**src/rtl/axist_rx_pkt_chkr.sv**
```systemverilog
// AXI-ST receive packet checker: accepts one run of beats, compares them against an
// incrementing or LFSR pattern, and reports the first/last beats, error count and pass/done status.
module axist_rx_pkt_chkr #(
   parameter int          DWIDTH    = 64,
   parameter logic [63:0] LFSR_SEED = 64'hA5A5_5A5A_C3C3_3C3C
) (
   input  logic              i_wr_clk,
   input  logic              i_wr_rst,
   input  logic              i_start,
   input  logic              i_pat_random,
   input  logic [7:0]        i_pkt_cnt,
   input  logic              i_rx_online,
   input  logic              i_tvalid,
   input  logic [DWIDTH-1:0] i_tdata,
   input  logic              i_tlast,
   output logic              o_tready,
   output logic [DWIDTH-1:0] o_first_data,
   output logic [DWIDTH-1:0] o_last_data,
   output logic [3:0]        o_status,
   output logic [15:0]       o_err_cnt,
   output logic [8:0]        o_beat_cnt
);

   typedef enum logic [1:0] {
      IDLE = 2'd0,
      RUN  = 2'd1,
      DONE = 2'd2
   } state_t;

   state_t              state_reg;
   state_t              state_next;
   logic                run_dec;
   logic                done_dec;

   logic [7:0]          cnt_reg;
   logic                random_reg;
   logic [63:0]         lfsr_reg;
   logic [8:0]          beat_cnt_reg;
   logic [15:0]         err_cnt_reg;
   logic [DWIDTH-1:0]   first_data_reg;
   logic [DWIDTH-1:0]   last_data_reg;
   logic                aligned_reg;

   logic                start_ok;
   logic                beat_acc;
   logic                is_last;
   logic                lfsr_fb;
   logic [63:0]         lfsr_next;
   logic [DWIDTH-1:0]   exp_inc;
   logic [DWIDTH-1:0]   exp_data;
   logic                mismatch;

   // Incrementing pattern replicates the zero-extended beat index in both 32-bit halves.
   genvar gi;
   generate
      for (gi = 0; gi < 2; gi++) begin : g_inc_half
         assign exp_inc[gi*32 +: 32] = {23'd0, beat_cnt_reg};
      end
   endgenerate

   // Taps for x^64+x^63+x^61+x^60+1, shifted left with feedback into bit 0.
   assign lfsr_fb   = lfsr_reg[63] ^ lfsr_reg[62] ^ lfsr_reg[60] ^ lfsr_reg[59];
   assign lfsr_next = {lfsr_reg[62:0], lfsr_fb};

   assign exp_data = random_reg ? lfsr_reg : exp_inc;
   assign start_ok = i_start & ~run_dec;
   assign beat_acc = i_tvalid & o_tready;
   assign is_last  = (beat_cnt_reg[7:0] == cnt_reg);
   assign mismatch = (i_tdata != exp_data) | (i_tlast != is_last);

   always_ff @(posedge i_wr_clk or posedge i_wr_rst) begin
      if (i_wr_rst) begin
         state_reg <= IDLE;
      end else begin
         state_reg <= state_next;
      end
   end

   always_comb begin
      state_next = state_reg;
      case (state_reg)
         IDLE:    if (i_start) state_next = RUN;
         RUN:     if (beat_acc && is_last) state_next = DONE;
         DONE:    if (i_start) state_next = RUN;
         default: state_next = IDLE;
      endcase
   end

   always_comb begin
      run_dec  = (state_reg == RUN);
      done_dec = (state_reg == DONE);
      o_tready = run_dec & i_rx_online;
   end

   always_ff @(posedge i_wr_clk or posedge i_wr_rst) begin
      if (i_wr_rst) begin
         cnt_reg        <= '0;
         random_reg     <= 1'b0;
         lfsr_reg       <= LFSR_SEED;
         beat_cnt_reg   <= '0;
         err_cnt_reg    <= '0;
         first_data_reg <= '0;
         last_data_reg  <= '0;
         aligned_reg    <= 1'b0;
      end else begin
         aligned_reg <= i_rx_online;
         if (start_ok) begin
            cnt_reg        <= i_pkt_cnt;
            random_reg     <= i_pat_random;
            lfsr_reg       <= LFSR_SEED;
            beat_cnt_reg   <= '0;
            err_cnt_reg    <= '0;
            first_data_reg <= '0;
            last_data_reg  <= '0;
         end else if (beat_acc) begin
            lfsr_reg      <= lfsr_next;
            beat_cnt_reg  <= beat_cnt_reg + 9'd1;
            last_data_reg <= i_tdata;
            if (beat_cnt_reg == 9'd0) begin
               first_data_reg <= i_tdata;
            end
            // Saturate rather than wrap so a long bad run never reads back as clean.
            if (mismatch && (err_cnt_reg != 16'hFFFF)) begin
               err_cnt_reg <= err_cnt_reg + 16'd1;
            end
         end
      end
   end

   assign o_first_data = first_data_reg;
   assign o_last_data  = last_data_reg;
   assign o_beat_cnt   = beat_cnt_reg;
   assign o_err_cnt    = err_cnt_reg;
   assign o_status     = {aligned_reg, 1'b0, done_dec, done_dec & (err_cnt_reg == 16'd0)};

endmodule

```
**config.mk**
```make
export PLATFORM = sky130hd
export DESIGN_NAME = axist_rx_pkt_chkr
export DESIGN_NICKNAME = d
export VERILOG_FILES = /design/src/rtl/axist_rx_pkt_chkr.sv
export SDC_FILE = /design/constraint.sdc
export NUM_CORES = 1
export LEC_CHECK = 0
export ABC_AREA = 1
export CORE_UTILIZATION = 45
export CTS_BUF_LIST = sky130_fd_sc_hd__clkbuf_16
export DETAILED_ROUTE_END_ITERATION = 10
export PLACE_DENSITY_LB_ADDON = 0.05
export SETUP_SLACK_MARGIN = 0.1
export SYNTH_ARGS = -nofsm -noshare
export SYNTH_HDL_FRONTEND = slang
export SYNTH_SLANG_ARGS = --single-unit
```
**constraint.sdc**
```tcl
create_clock -name i_wr_clk -period 14 [get_ports i_wr_clk]
set_input_delay 3.5 -clock i_wr_clk [delete_from_list [all_inputs] [get_ports i_wr_clk]]
set_output_delay 3.5 -clock i_wr_clk [all_outputs]
set_load 0.01 [all_outputs]
```
==> run_1/pdn.png <==
Pins as bars on the die edge. Tap cells in grey.
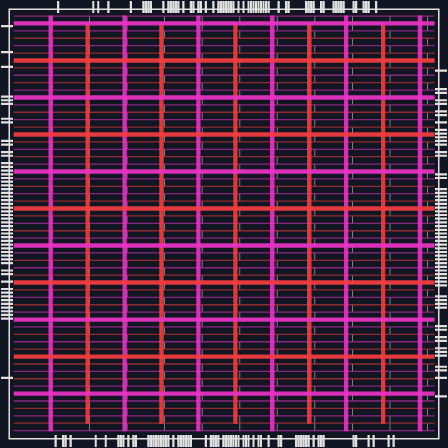
colour	net
magenta	VSS
red	VDD
met4 straps	11
rows	56
signal pins	237
met5 straps	11

==> run_1/clock_map.png <==
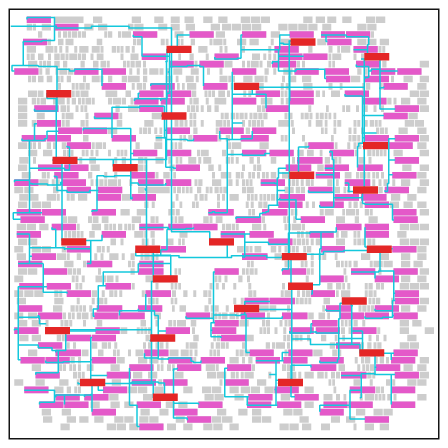
[red] cells driving clock nets | count: 26
[cyan] clock wires | length: 3080 um
[magenta] flip-flops | count: 229
flops lie	widely spread
routed clock nets	27

==> run_summary.xml, run 1 <==
<?xml version="1.0" encoding="UTF-8"?>
<metrics>
  <group name="outcome">
    <metric name="run_status" unit="">finished clean</metric>
  </group>
  <group name="setup_path">
    <metric name="critPathMostFrequentCell" unit="">clkdlybuf4s50_1</metric>
    <metric name="start_kind" unit="">input port</metric>
    <metric name="crit_path_end_kind" unit="">primary output</metric>
    <metric name="critical_path.max_stage_delay" unit="ns">0.61</metric>
    <metric name="critPathMaxFanout" unit="">7</metric>
    <metric name="reg2reg_depth" unit="">11</metric>
    <metric name="worstPathCellList" unit="">clkdlybuf4s50_1 &gt; and2_1 &gt; clkdlybuf4s50_1</metric>
  </group>
  <group name="global_routing">
    <metric name="grt_start_max_net_pins" unit="">155</metric>
    <metric name="gr-usage-all-layers" unit="%">25.62</metric>
    <metric name="grt_antenna_before_repair" unit="">1</metric>
  </group>
  <group name="synth">
    <metric name="postSynthNetCount" unit="">1351</metric>
    <metric name="async_flop_share" unit="%">100.0</metric>
    <metric name="yosys.area.top_type_share" unit="%">45.44</metric>
    <metric name="synth_adder_area_share" unit="%">0.4614</metric>
    <metric name="largest_area_cell" unit="">dfrtp_1</metric>
    <metric name="yosys.stat.seqShare" unit="%">53.19</metric>
    <metric name="netlist.top_cell.by_instances" unit="">nand2_1</metric>
  </group>
  <group name="hold_path">
    <metric name="holdCritStartpoint" unit="">o_last_data[62]</metric>
    <metric name="min_delay_path_depth" unit="">2</metric>
    <metric name="hold_path_class" unit="">reg -&gt; reg</metric>
  </group>
  <group name="clocking">
    <metric name="count_of_buffers_added_by_post_cts_timing_repair_for_setup" unit="">0</metric>
    <metric name="clk_transition_reported_paths" unit="ns">0.06</metric>
    <metric name="worst_skew_pair.late_latency" unit="ns">0.52</metric>
    <metric name="h_tree_levels" unit="">1</metric>
    <metric name="post_cts.resized_instances" unit="">0</metric>
  </group>
  <group name="place">
    <metric name="gp_congestion" unit="">0.8477</metric>
    <metric name="post_place_worst_slack" unit="ns">5.513</metric>
    <metric name="numPlacedInstances" unit="">1759</metric>
  </group>
  <group name="sta">
    <metric name="post_route_worst_hold_slack" unit="ns">0.4751</metric>
    <metric name="report.final.hold_viol_count" unit="">0</metric>
    <metric name="timing.final.crit_period" unit="ns">8.466</metric>
    <metric name="grt_setup_unrepaired" unit="">false</metric>
  </group>
  <group name="detailed_routing">
    <metric name="avgViaCountPerCell" unit="">5.179</metric>
    <metric name="wl_met1" unit="um">14130</metric>
  </group>
  <group name="power">
    <metric name="fin_total_pwr" unit="W">0.002977</metric>
    <metric name="comb_power_share" unit="%">40.6</metric>
    <metric name="clkPwrFrac" unit="%">21.4</metric>
    <metric name="power_frac_seq" unit="%">38.0</metric>
  </group>
  <group name="die">
    <metric name="design.portCount" unit="">237</metric>
    <metric name="die_x_size" unit="um">157.3</metric>
    <metric name="chipHeight" unit="um">157.3</metric>
  </group>
</metrics>
==> run_1/registers.png <==
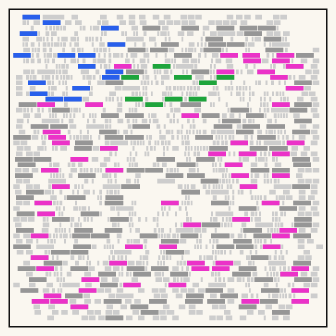
colour	netlist name	flops	where
magenta	`o_last_data`	64	widely spread
green	`o_beat_cnt`	9	top middle
blue	`o_err_cnt`	16	top left

[run 1: power groups by stage]
stage                     combinational [W]  sequential [W]  clock [W]
after floorplan                    0.000644         0.00117          0
after global placement              0.00120         0.00113          0
after detailed placement            0.00122         0.00114          0
after CTS                           0.00122         0.00113   0.000647
after global routing                0.00134         0.00117   0.000677
final                               0.00121         0.00113   0.000636
[run 1: worst max-delay path, delay by kind of cell]
kind	cells	cell delay, ns
simple gates	1	0.37
buf+inv	2	1.09
[run 1: cell type report]
cell class / count / area share, %
Inverter: 177 / 4.771
Tap cell: 319 / 2.824
Multi-Input combinational cell: 790 / 28.80
Sequential cell: 229 / 40.85
Clock inverter: 21 / 0.8321
Timing Repair Buffer: 244 / 17.12
Antenna cell: 1 / 0.01770
Clock buffer: 27 / 4.780
==> run_1/cell_classes.png <==
The bar under the picture is 50 um long.
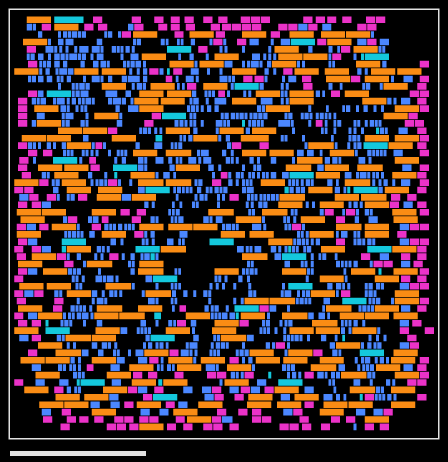

## Run 2: what changed since run 1
==> constraint.sdc (replaced) <==
create_clock -name i_wr_clk -period 7.6 [get_ports i_wr_clk]
set_input_delay 1.9 -clock i_wr_clk [delete_from_list [all_inputs] [get_ports i_wr_clk]]
set_output_delay 1.9 -clock i_wr_clk [all_outputs]
set_load 0.01 [all_outputs]
==> run_2/cell_classes.png <==
The bar under the picture is 50 um long.
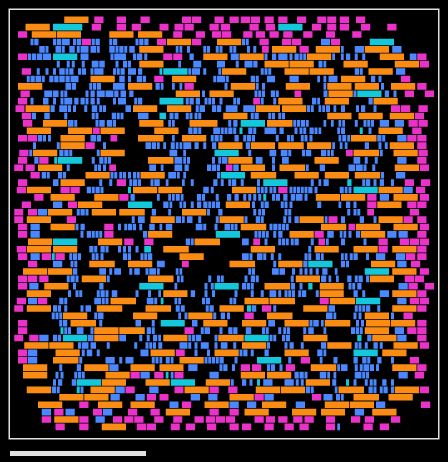
colour	class	cells	share of their area
blue	all other logic	967	34%
cyan	clock drivers and dummy loads	47	5.7%
orange	flops	229	42%
magenta	other buffers and delay cells	248	18%

==> run_2/pdn.png <==
Pins as bars on the die edge. Tap cells in grey.
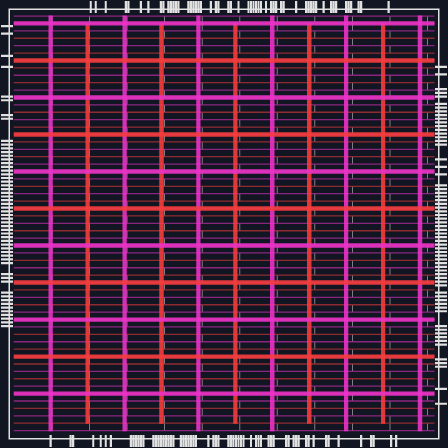
colour	net
red	VDD
magenta	VSS
met5 straps	11
met4 straps	11
rows	56
signal pins	237

==> run 2 against run 1 <==
  * First-iteration DRC count decreased by 2.8%
  * Clock skew increased by 0.0063 ns
  * Synthesized cell count unchanged
  * Global-route usage decreased by 0.26 points
  * Sequential share of layout area decreased by 0.058 points
  * Die area unchanged
  * Sequential power increased by about 90%
  * Critical path depth unchanged
  * Worst setup slack got worse by 3.2 ns
  * Cell count increased by 0.11%
  * Routed wire length decreased by 0.77%
  * Largest power group unchanged
  * Highest routed layer unchanged
==> run_summary.xml, run 2 <==
<?xml version="1.0" encoding="UTF-8"?>
<metrics>
  <group name="clocking">
    <metric name="count_of_buffers_added_by_post_cts_timing_repair_for_setup" unit="">0</metric>
    <metric name="root_buffer" unit="">clkbuf_16</metric>
    <metric name="worst_skew_pair.late_latency" unit="ns">0.53</metric>
    <metric name="clk_transition_reported_paths" unit="ns">0.06</metric>
    <metric name="h_tree_levels" unit="">1</metric>
    <metric name="cts_sinks" unit="">229</metric>
    <metric name="post_cts.resized_instances" unit="">0</metric>
  </group>
  <group name="power">
    <metric name="clkPwrFrac" unit="%">21.3</metric>
    <metric name="powerComb" unit="W">0.00216</metric>
    <metric name="power_frac_seq" unit="%">39.2</metric>
    <metric name="sequentialPower" unit="W">0.00215</metric>
    <metric name="top_power_group" unit="">combinational logic</metric>
    <metric name="comb_power_share" unit="%">39.5</metric>
    <metric name="pwr.group.clock" unit="W">0.00116</metric>
  </group>
  <group name="hold_path">
    <metric name="hold_path_class" unit="">reg -&gt; reg</metric>
    <metric name="holdCritStartpoint" unit="">o_last_data[27]</metric>
    <metric name="min_delay_path_depth" unit="">2</metric>
  </group>
  <group name="setup_path">
    <metric name="crit_family" unit="">buffers and inverters</metric>
    <metric name="critical_path.max_stage_delay" unit="ns">0.62</metric>
    <metric name="critPathMaxFanout" unit="">7</metric>
    <metric name="start_kind" unit="">input port</metric>
    <metric name="critPathMostFrequentCell" unit="">clkdlybuf4s50_1</metric>
    <metric name="crit_path_end_kind" unit="">primary output</metric>
    <metric name="levels_on_crit_path" unit="">3</metric>
    <metric name="worstPathCellList" unit="">clkdlybuf4s50_1 &gt; and2_1 &gt; clkdlybuf4s50_1</metric>
    <metric name="critPathBufInv" unit="">2</metric>
    <metric name="rrSetupSlack" unit="ns">4.09</metric>
    <metric name="worstPathArrival" unit="ns">3.37</metric>
    <metric name="reg2reg_depth" unit="">14</metric>
    <metric name="rr_endpoint" unit="">o_err_cnt[5]</metric>
  </group>
  <group name="synth">
    <metric name="postSynthNetCount" unit="">1351</metric>
    <metric name="ys_cells" unit="">1268</metric>
    <metric name="xor_area_share" unit="%">2.341</metric>
    <metric name="async_flop_share" unit="%">100.0</metric>
    <metric name="yosys.stat.seqShare" unit="%">53.19</metric>
    <metric name="multiplexer_fraction_of_the_synthesized_cell_area" unit="%">0</metric>
    <metric name="synth_adder_area_share" unit="%">0.4614</metric>
    <metric name="netlist.top_cell.by_instances" unit="">nand2_1</metric>
    <metric name="largest_area_cell" unit="">dfrtp_1</metric>
    <metric name="yosys.area.top_type_share" unit="%">45.44</metric>
    <metric name="synth.avg_cell_area" unit="um2">8.555</metric>
  </group>
  <group name="detailed_routing">
    <metric name="routed-wl-met3" unit="um">1784</metric>
    <metric name="avgViaCountPerCell" unit="">5.224</metric>
    <metric name="wl_met1" unit="um">14460</metric>
    <metric name="dr_wl_met2" unit="um">14380</metric>
    <metric name="drtAntennaViolNets" unit="">0</metric>
  </group>
  <group name="place">
    <metric name="post_place_worst_slack" unit="ns">2.314</metric>
    <metric name="gp_congestion" unit="">0.8226</metric>
  </group>
  <group name="layout">
    <metric name="dominant_kind_of_cell_by_area" unit="">sequential cells</metric>
    <metric name="layout.nonclk_buf_share" unit="%">17.31</metric>
    <metric name="nClkBuffers" unit="">27</metric>
    <metric name="area.share.sequential" unit="%">40.79</metric>
    <metric name="non_clock_buffer_count" unit="">248</metric>
    <metric name="mostFrequentLayoutCells" unit="">354 x nand2_1, 235 x clkdlybuf4s50_1, 196 x dfrtp_1, 175 x inv_1, 93 x nand3_1</metric>
    <metric name="ff_count" unit="">229</metric>
    <metric name="n_fill_cell" unit="">2202</metric>
    <metric name="layout.clock.cell_area_share" unit="%">5.578</metric>
    <metric name="multi_input_logic_portion_of_the_cell_area" unit="%">28.76</metric>
    <metric name="post_synthesis_to_final_layout_area_growth" unit="%">30.48</metric>
    <metric name="antennaDiodeCount" unit="">0</metric>
    <metric name="multiInputCombCellCount" unit="">790</metric>
    <metric name="inverters_excl_clock" unit="">177</metric>
  </group>
  <group name="die">
    <metric name="well_tap_count" unit="">319</metric>
    <metric name="design.portCount" unit="">237</metric>
    <metric name="chipHeight" unit="um">157.3</metric>
    <metric name="die_x_size" unit="um">157.3</metric>
  </group>
  <group name="global_routing">
    <metric name="grt-ovfl-total" unit="">0</metric>
    <metric name="grt_start_max_net_pins" unit="">102</metric>
    <metric name="gr-usage-all-layers" unit="%">25.37</metric>
    <metric name="grt_antenna_before_repair" unit="">0</metric>
  </group>
  <group name="sta">
    <metric name="grt_setup_unrepaired" unit="">false</metric>
    <metric name="worst_rel_slew_slack" unit="%">28.51</metric>
    <metric name="timing.final.crit_period" unit="ns">5.273</metric>
    <metric name="setup_slack" unit="ns">2.327</metric>
    <metric name="layout_worst_path_cycle_share" unit="%">69.39</metric>
    <metric name="report.final.hold_viol_count" unit="">0</metric>
  </group>
  <group name="run">
    <metric name="stage_log_warnings" unit="">30</metric>
  </group>
  <group name="outcome">
    <metric name="run_status" unit="">finished clean</metric>
  </group>
</metrics>
run 2: cell counts after synthesis:
Identical to the previous run, type by type.
run 2: per-stage QoR:
| stage | power, W | utilization (%) | cells | hold slack, ns | area, um2 |
|---|---|---|---|---|---|
| floorplan | 0.003339 | - | 1268 | 0.4470 | 10850 |
| global placement | 0.004285 | 56.77 | 1763 | 0.4655 | 13370 |
| detailed placement | 0.004329 | 56.77 | 1763 | 0.4720 | 13370 |
| CTS | 0.005519 | 60.12 | 1810 | 0.4855 | 14150 |
| global route | 0.005838 | 60.12 | 1810 | 0.4927 | 14150 |
| finish | 0.005470 | 60.12 | 1810 | 0.4797 | 14150 |
==> run_2/clock_map.png <==
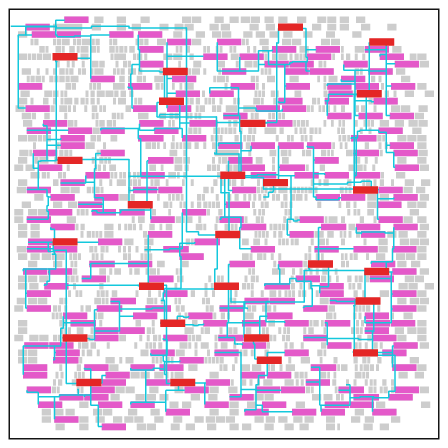

## Run 3: what changed since run 2
==> constraint.sdc (replaced) <==
create_clock -name i_wr_clk -period 4.25 [get_ports i_wr_clk]
set_input_delay 1.0625 -clock i_wr_clk [delete_from_list [all_inputs] [get_ports i_wr_clk]]
set_output_delay 1.0625 -clock i_wr_clk [all_outputs]
set_load 0.01 [all_outputs]
==> run_3/clock_map.png <==
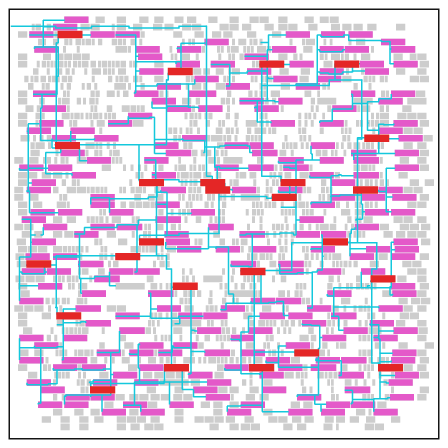
[cyan] clock wires | length: 3060 um
[magenta] flip-flops | count: 229
[red] cells driving clock nets | count: 25
routed clock nets	26

==> run 3 against run 2 <==
  * First-iteration DRC count is 7.5% higher
  * Sequential share of layout area is 0.36 points lower
  * Routed wire length is 0.61% higher
  * Sequential power is 75% higher
  * Design area is 0.90% higher
==> run_summary.xml, run 3 <==
<?xml version="1.0" encoding="UTF-8"?>
<metrics>
  <group name="detailed_routing">
    <metric name="routed-wl-met3" unit="um">1980</metric>
    <metric name="dr_wl_met2" unit="um">14140</metric>
  </group>
  <group name="layout">
    <metric name="post_layout_nonfiller_instances" unit="">1810</metric>
    <metric name="stdcell_area" unit="mm2">0.01428</metric>
    <metric name="antennaDiodeCount" unit="">0</metric>
  </group>
  <group name="synth">
    <metric name="async_flop_share" unit="%">100.0</metric>
    <metric name="ys_cells" unit="">1268</metric>
    <metric name="synth_adder_area_share" unit="%">0.4614</metric>
    <metric name="postSynthNetCount" unit="">1351</metric>
    <metric name="yosys.area.top_type_share" unit="%">45.44</metric>
  </group>
  <group name="clocking">
    <metric name="clk_transition_reported_paths" unit="ns">0.06</metric>
    <metric name="post_cts.resized_instances" unit="">0</metric>
    <metric name="cts_sinks" unit="">229</metric>
    <metric name="worst_skew_pair.late_latency" unit="ns">0.52</metric>
  </group>
  <group name="power">
    <metric name="pwr.group.clock" unit="W">0.00221</metric>
    <metric name="sequentialPower" unit="W">0.00376</metric>
    <metric name="comb_power_share" unit="%">39.9</metric>
  </group>
  <group name="place">
    <metric name="post_place_worst_slack" unit="ns">0.6107</metric>
    <metric name="postPlaceCellArea" unit="mm2">0.01346</metric>
  </group>
  <group name="setup_path">
    <metric name="rr_endpoint" unit="">o_err_cnt[8]</metric>
    <metric name="critPathBufInv" unit="">2</metric>
    <metric name="start_kind" unit="">input port</metric>
    <metric name="worstPathCellList" unit="">clkdlybuf4s50_1 &gt; and2_1 &gt; clkdlybuf4s50_1</metric>
    <metric name="reg2reg_depth" unit="">12</metric>
    <metric name="levels_on_crit_path" unit="">3</metric>
    <metric name="critPathMostFrequentCell" unit="">clkdlybuf4s50_1</metric>
    <metric name="critical_path.max_stage_delay" unit="ns">0.62</metric>
    <metric name="crit_path_end_kind" unit="">primary output</metric>
  </group>
  <group name="outcome">
    <metric name="run_status" unit="">finished clean</metric>
  </group>
  <group name="sta">
    <metric name="layout_worst_path_cycle_share" unit="%">85.12</metric>
    <metric name="post_route_worst_hold_slack" unit="ns">0.4721</metric>
    <metric name="setup_slack" unit="ns">0.6326</metric>
    <metric name="worst_rel_slew_slack" unit="%">52.59</metric>
  </group>
  <group name="global_routing">
    <metric name="grt-ovfl-total" unit="">0</metric>
  </group>
  <group name="run">
    <metric name="stage_log_warnings" unit="">28</metric>
  </group>
  <group name="hold_path">
    <metric name="holdCritStartpoint" unit="">o_last_data[58]</metric>
    <metric name="hold_path_class" unit="">reg -&gt; reg</metric>
  </group>
  <group name="die">
    <metric name="die_x_size" unit="um">157.3</metric>
    <metric name="design.portCount" unit="">237</metric>
  </group>
</metrics>
==> run_3/final_congestion.png <==
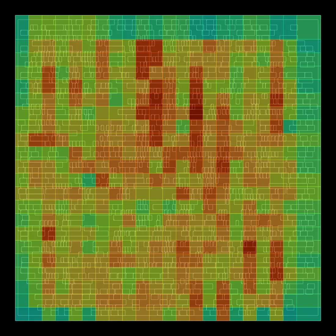
Most Used Layer, Global Route: met2
global-route usage over all layers: 25.68%
GRT met1 Usage: 36.83%

## run 3: cell count changes in the layout (fill, tap and decap cells not counted)
cell	before	now
buf_4	13	9
inv_1	175	176
clkinv_1	10	5
clkinv_4	0	2
clkinv_2	6	5
buf_12	0	6
bufinv_16	1	4
clkbuf_16	27	25
## run 3: cell type report
type	count	area (um2)	share of cell area [%]
Sequential cell	229	5774	40.43
Multi-Input combinational cell	790	4071	28.51
Tap cell	319	399.1	2.795
Timing Repair Buffer	250	2540	17.78
Clock inverter	20	201.4	1.410
Clock buffer	25	625.6	4.380
Inverter	177	670.6	4.696
## run 3: routing by layer
layer | track usage [%] | vias up
met5 | 0 | -
met4 | 5.363 | 0
met3 | 4.075 | 43
met2 | 41.02 | 292
met1 | 36.83 | 4587
li1 | - | 4572
Power and IR drop assume default switching activity.
